==> images/flops_by_reg.png <==
Other sequential cells in the stronger grey, the rest of the logic in the fainter grey.
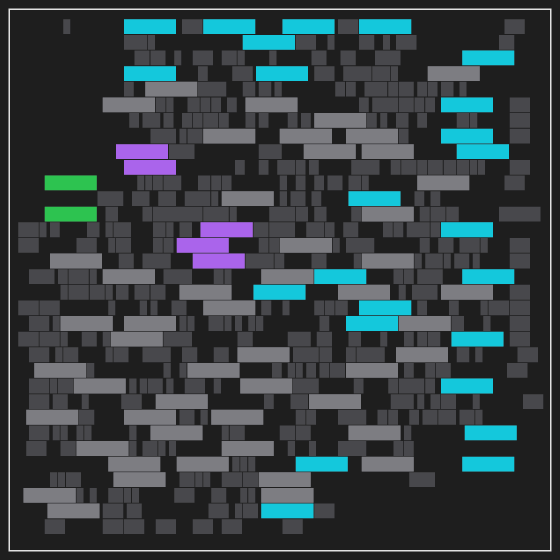
==> images/placement_by_type.png <==
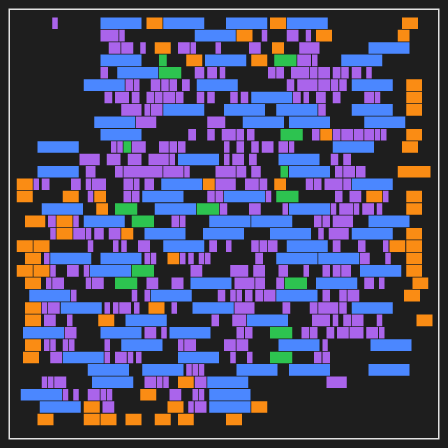
--- src/rtl/bin2bcd_pkg.sv ---
// Shared types and helpers for the sequential binary-to-BCD converter.
// Holds the FSM state encoding, digit width and the saturation pattern builder.
package bin2bcd_pkg;

  typedef enum logic [1:0] {
    IDLE,
    SHIFT,
    DONE
  } state_t;

  localparam int DIGIT_W       = 4;
  localparam int MAX_DIGITS    = 32;
  localparam int BIN_W_DEFAULT = 24;

  // Iteration counter must be able to hold BIN_W itself.
  function automatic int counter_width(input int bin_w);
    return $clog2(bin_w + 1);
  endfunction

  localparam int CNT_W_DEFAULT = counter_width(BIN_W_DEFAULT);

  // All-nines pattern for the lowest 'digits' digits; callers truncate to their width.
  function automatic logic [DIGIT_W*MAX_DIGITS-1:0] nines(input int digits);
    logic [DIGIT_W*MAX_DIGITS-1:0] r;
    r = '0;
    for (int i = 0; i < MAX_DIGITS; i++) begin
      if (i < digits) r[DIGIT_W*i +: DIGIT_W] = 4'h9;
    end
    return r;
  endfunction

endpackage

--- src/rtl/bcd_digit_adj.sv ---
// One double-dabble digit correction: add 3 when the digit is 5 or more,
// so the following left shift carries correctly into the next decimal digit.
module bcd_digit_adj
  import bin2bcd_pkg::*;
(
  input  logic [DIGIT_W-1:0] digit,
  output logic [DIGIT_W-1:0] adjusted
);

  assign adjusted = (digit >= 4'd5) ? digit + 4'd3 : digit;

endmodule

--- src/rtl/bin2bcd_seq.sv ---
// Sequential binary-to-BCD converter (shift-and-add-3 over BIN_W cycles) with
// valid/ready on both sides. Define BIN2BCD_SIGNED_EN to honour signed_mode.
module bin2bcd_seq
  import bin2bcd_pkg::*;
#(
  parameter int BIN_W  = 24,
  parameter int DIGITS = 6
) (
  input  logic                   clk,
  input  logic                   rst_n,
  input  logic                   in_valid,
  output logic                   in_ready,
  input  logic [BIN_W-1:0]       bin,
  input  logic                   signed_mode,
  output logic                   out_valid,
  input  logic                   out_ready,
  output logic [DIGIT_W*DIGITS-1:0] bcd,
  output logic                   neg,
  output logic                   ovf
);

  localparam int AW    = DIGIT_W * DIGITS;
  localparam int CNT_W = counter_width(BIN_W);
  localparam logic [AW-1:0] SAT = AW'(nines(DIGITS));

  state_t           state, state_nx;
  logic [BIN_W-1:0] mag, mag_load, mag_sh;
  logic [AW-1:0]    acc, adj, acc_sh;
  logic [CNT_W-1:0] cnt;
  logic             ovf_r, ovf_sh, neg_r, neg_load;
  logic             accept, last;

`ifdef BIN2BCD_SIGNED_EN
  // Magnitude is BIN_W unsigned, so the most negative operand negates exactly.
  assign neg_load = signed_mode & bin[BIN_W-1];
  assign mag_load = neg_load ? -bin : bin;
`else
  logic unused_signed_mode;
  assign unused_signed_mode = signed_mode;
  assign neg_load = 1'b0;
  assign mag_load = bin;
`endif

  for (genvar g = 0; g < DIGITS; g++) begin : g_adj
    bcd_digit_adj u_adj (
      .digit   (acc[DIGIT_W*g +: DIGIT_W]),
      .adjusted(adj[DIGIT_W*g +: DIGIT_W])
    );
  end

  // Bit shifted out of the top digit means the magnitude no longer fits.
  assign acc_sh = {adj[AW-2:0], mag[BIN_W-1]};
  assign mag_sh = {mag[BIN_W-2:0], 1'b0};
  assign ovf_sh = ovf_r | adj[AW-1];

  assign accept = (state == IDLE) && in_valid;
  assign last   = (state == SHIFT) && (cnt == CNT_W'(1));

  always_ff @(posedge clk or negedge rst_n) begin
    if (!rst_n) state <= IDLE;
    else        state <= state_nx;
  end

  // NOTE: every output of a combinational block is assigned a default first,
  // so no path leaves a signal unassigned and no latch is inferred.
  always_comb begin
    state_nx  = state;
    in_ready  = 1'b0;
    out_valid = 1'b0;
    unique case (state)
      IDLE: begin
        in_ready = 1'b1;
        if (in_valid) state_nx = SHIFT;
      end
      SHIFT: if (last) state_nx = DONE;
      DONE: begin
        out_valid = 1'b1;
        if (out_ready) state_nx = IDLE;
      end
      default: state_nx = IDLE;
    endcase
  end

  // NOTE: sequential state uses non-blocking assignments so every register
  // samples pre-edge values regardless of statement order.
  always_ff @(posedge clk or negedge rst_n) begin
    if (!rst_n) begin
      mag   <= '0;
      acc   <= '0;
      cnt   <= '0;
      ovf_r <= 1'b0;
      neg_r <= 1'b0;
      bcd   <= '0;
      neg   <= 1'b0;
      ovf   <= 1'b0;
    end else if (accept) begin
      mag   <= mag_load;
      neg_r <= neg_load;
      acc   <= '0;
      ovf_r <= 1'b0;
      cnt   <= CNT_W'(BIN_W);
    end else if (state == SHIFT) begin
      mag   <= mag_sh;
      acc   <= acc_sh;
      ovf_r <= ovf_sh;
      cnt   <= cnt - 1'b1;
      if (last) begin
        bcd <= ovf_sh ? SAT : acc_sh;
        neg <= neg_r;
        ovf <= ovf_sh;
      end
    end
  end

endmodule

--- config.mk ---
export PLATFORM = sky130hd
export DESIGN_NAME = bin2bcd_seq
export DESIGN_NICKNAME = d
export VERILOG_FILES = /design/src/rtl/bin2bcd_pkg.sv /design/src/rtl/bcd_digit_adj.sv /design/src/rtl/bin2bcd_seq.sv
export SDC_FILE = /design/constraint.sdc
export NUM_CORES = 1
export LEC_CHECK = 0
export CORE_MARGIN = 1
export CORE_UTILIZATION = 45
export CTS_BUF_LIST = sky130_fd_sc_hd__clkbuf_8
export CTS_CLUSTER_DIAMETER = 200
export DETAILED_ROUTE_END_ITERATION = 6
export PLACE_DENSITY = 0.68
export SLEW_MARGIN = 0
export SYNTH_ARGS = -nofsm -noshare
export SYNTH_HDL_FRONTEND = slang
export SYNTH_SLANG_ARGS = --single-unit
--- constraint.sdc ---
create_clock -name clk -period 2.26 [get_ports clk]
set_clock_uncertainty 0.05 [all_clocks]
set_input_delay 0.339 -clock clk [delete_from_list [all_inputs] [get_ports clk]]
set_output_delay 0.339 -clock clk [all_outputs]
set_load 0.05 [all_outputs]
==> run summary <==
setup repair bufs after CTS = 0
CTS max path bufs = 2
Tcrit/Tclk final = 94.96%
Iter 0 DRT Violations = 130
Worst Path Arrival = 1.76 ns
Max VDD drop = 673.5 µV
# Cells Yosys = 389
RSZ-0062 raised after global routing = no
final HPWL from detailed placement = 5.131 mm
crit-path max cell delay = 0.83 ns
post-DR vias/cell = 5.308
Mapped Nets = 432
first-pass GRT wire length = 13.10 mm
Routed WL = 7.619 mm
Max-slew headroom = 39.05%
crit path time final = 2.146 ns
HP Class = input pin to asynchronous set/reset pin
clock sink total = 81
Top-Level Pins = 57
RR Startpoint = acc[16]
outcome = completed
setup TNS = 0 ns
Final Hold Fails = 0
Back to the opening pictures, flops_by_reg.png:
colour	signal	flops
purple	cnt	5
cyan	bcd	24
green	state	2
not coloured	50
Final Util: 56.33%
storage element area: 2027 µm²
Seq/total area: 43.80%

Back to the opening pictures, placement_by_type.png:
colour	class	cells	share of their area
blue	sequential cells	81	45%
orange	remaining buffers and delay cells	64	14%
purple	combinational and other logic	284	37%
green	clock drivers and dummy loads	15	4.0%
post-route cell area: 4628 µm²
row count: 33
core area: 8217 µm²

-- repair_timing --
action,in CTS,in global routing
hold buffers,1,0
setup endpoints to repair,0,1
gates resized,0,1
hold endpoints to repair,33,0
-- power breakdown --
| part | switching, mW | total, mW | leakage, nW | internal (mW) |
|---|---|---|---|---|
| combinational | 1.86 | 3.06 | 0.919 | 1.20 |
| clock | 0.505 | 0.983 | 0.0980 | 0.478 |
| sequential | 0.437 | 2.49 | 1.02 | 2.05 |
| total | 2.80 | 6.53 | 2.04 | 3.73 |
-- Yosys cell counts, drive strengths merged --
cell type  count  area share (%)
a22oi         23             4.5
clkbuf         8            0.79
inv           15             1.5
conb           1           0.098
xnor2          8             1.8
a21oi         19             2.5
nor2          15             1.5
a31oi         11             1.8
o31a           1            0.23
nor4           1            0.16
o21ai         37             4.9
nor3b         12             2.5
buf           16             2.6
nand2b         8             1.3
nand3         25             3.3
ha            14             4.6
dfrtp         81              53
and2           1            0.16
nor2b          2            0.33
mux2           6             1.8
nand2         69             6.9
nor4b          2            0.85
o31ai         14             2.8
-- cells by family (layout without fill, tap and decap cells) --
| kind of cell | after synthesis | in the layout | synth area share, % |
|---|---|---|---|
| xor gates and xnor gates | 8 | 8 | 1.839 |
| adders and majority gates | 14 | 14 | 4.596 |
| buffers and inverters | 39 | 94 | 4.826 |
| DFF | 81 | 81 | 53.18 |
| muxes | 6 | 6 | 1.773 |
| AOI/OAI and AO/OA | 105 | 105 | 16.68 |
| other | 1 | 1 | 0.09840 |
| and+or+nand+nor | 135 | 135 | 17.01 |
-- routing by layer --
layer  up-vias  GRT usage (%)  wire length (µm)
met4         0          8.077               123
met1      1392          26.36              3641
li1       1455              -                 -
met2        58          30.41              3559
met3         9          2.994               294
met5         -              0                 0
-- worst reg2reg max path, cell delays in order, from the launching register on --
cell and delay [ns]:
dfrtp_1 0.43, inv_1 0.11, ha_1 0.19, nand2b_1 0.08
a21oi_1 0.28, mux2_2 0.39, o31ai_1 0.20
-- flip-flops by register name, summed over array words and instances, names as in the netlist --
register  cells
acc          24
bcd          24
cnt           5
ovf           1
mag          24
ovf_r         1
state         2
-- path summary, 6_finish.rpt --
path	to	cells after the start	slack, ns
worst max register to register	bcd[18]	6	0.45
worst min register to register	bcd[13]	2	0.43
min in group clk	bcd[13]	2	0.43
max in group asynchronous	mag[6]	3	1.13
worst max-delay path	in_ready	2	0.11
worst min-delay path	acc[15]	2	0.43
-- area by class of cell --
class | instances | area [µm²]
timing repair buffer | 64 | 630.6
inverter | 15 | 56.30
multi-input combinational | 269 | 1603
clock inverter | 3 | 15.01
sequential | 81 | 2027
clock buffer | 12 | 165.2
fill | 743 | 3588
tap | 105 | 131.4
-- stage by stage --
| step | cells | utilization, % | instance area [µm²] | hold WS [ns] | total power [mW] |
|---|---|---|---|---|---|
| final | 549 | 56.33 | 4628 | 0.4277 | 6.534 |
| after global routing | 549 | 56.33 | 4628 | 0.4540 | 7.080 |
| after CTS | 549 | 56.30 | 4626 | 0.4330 | 6.586 |
| after detailed placement | 533 | 53.98 | 4436 | 0.2780 | 5.607 |
| after global placement | 533 | 53.98 | 4436 | 0.2762 | 5.461 |
| after floorplan | 389 | - | 3811 | -0.006591 | 4.763 |
Power figures rest on the tool's default switching activity, not on a simulated workload.
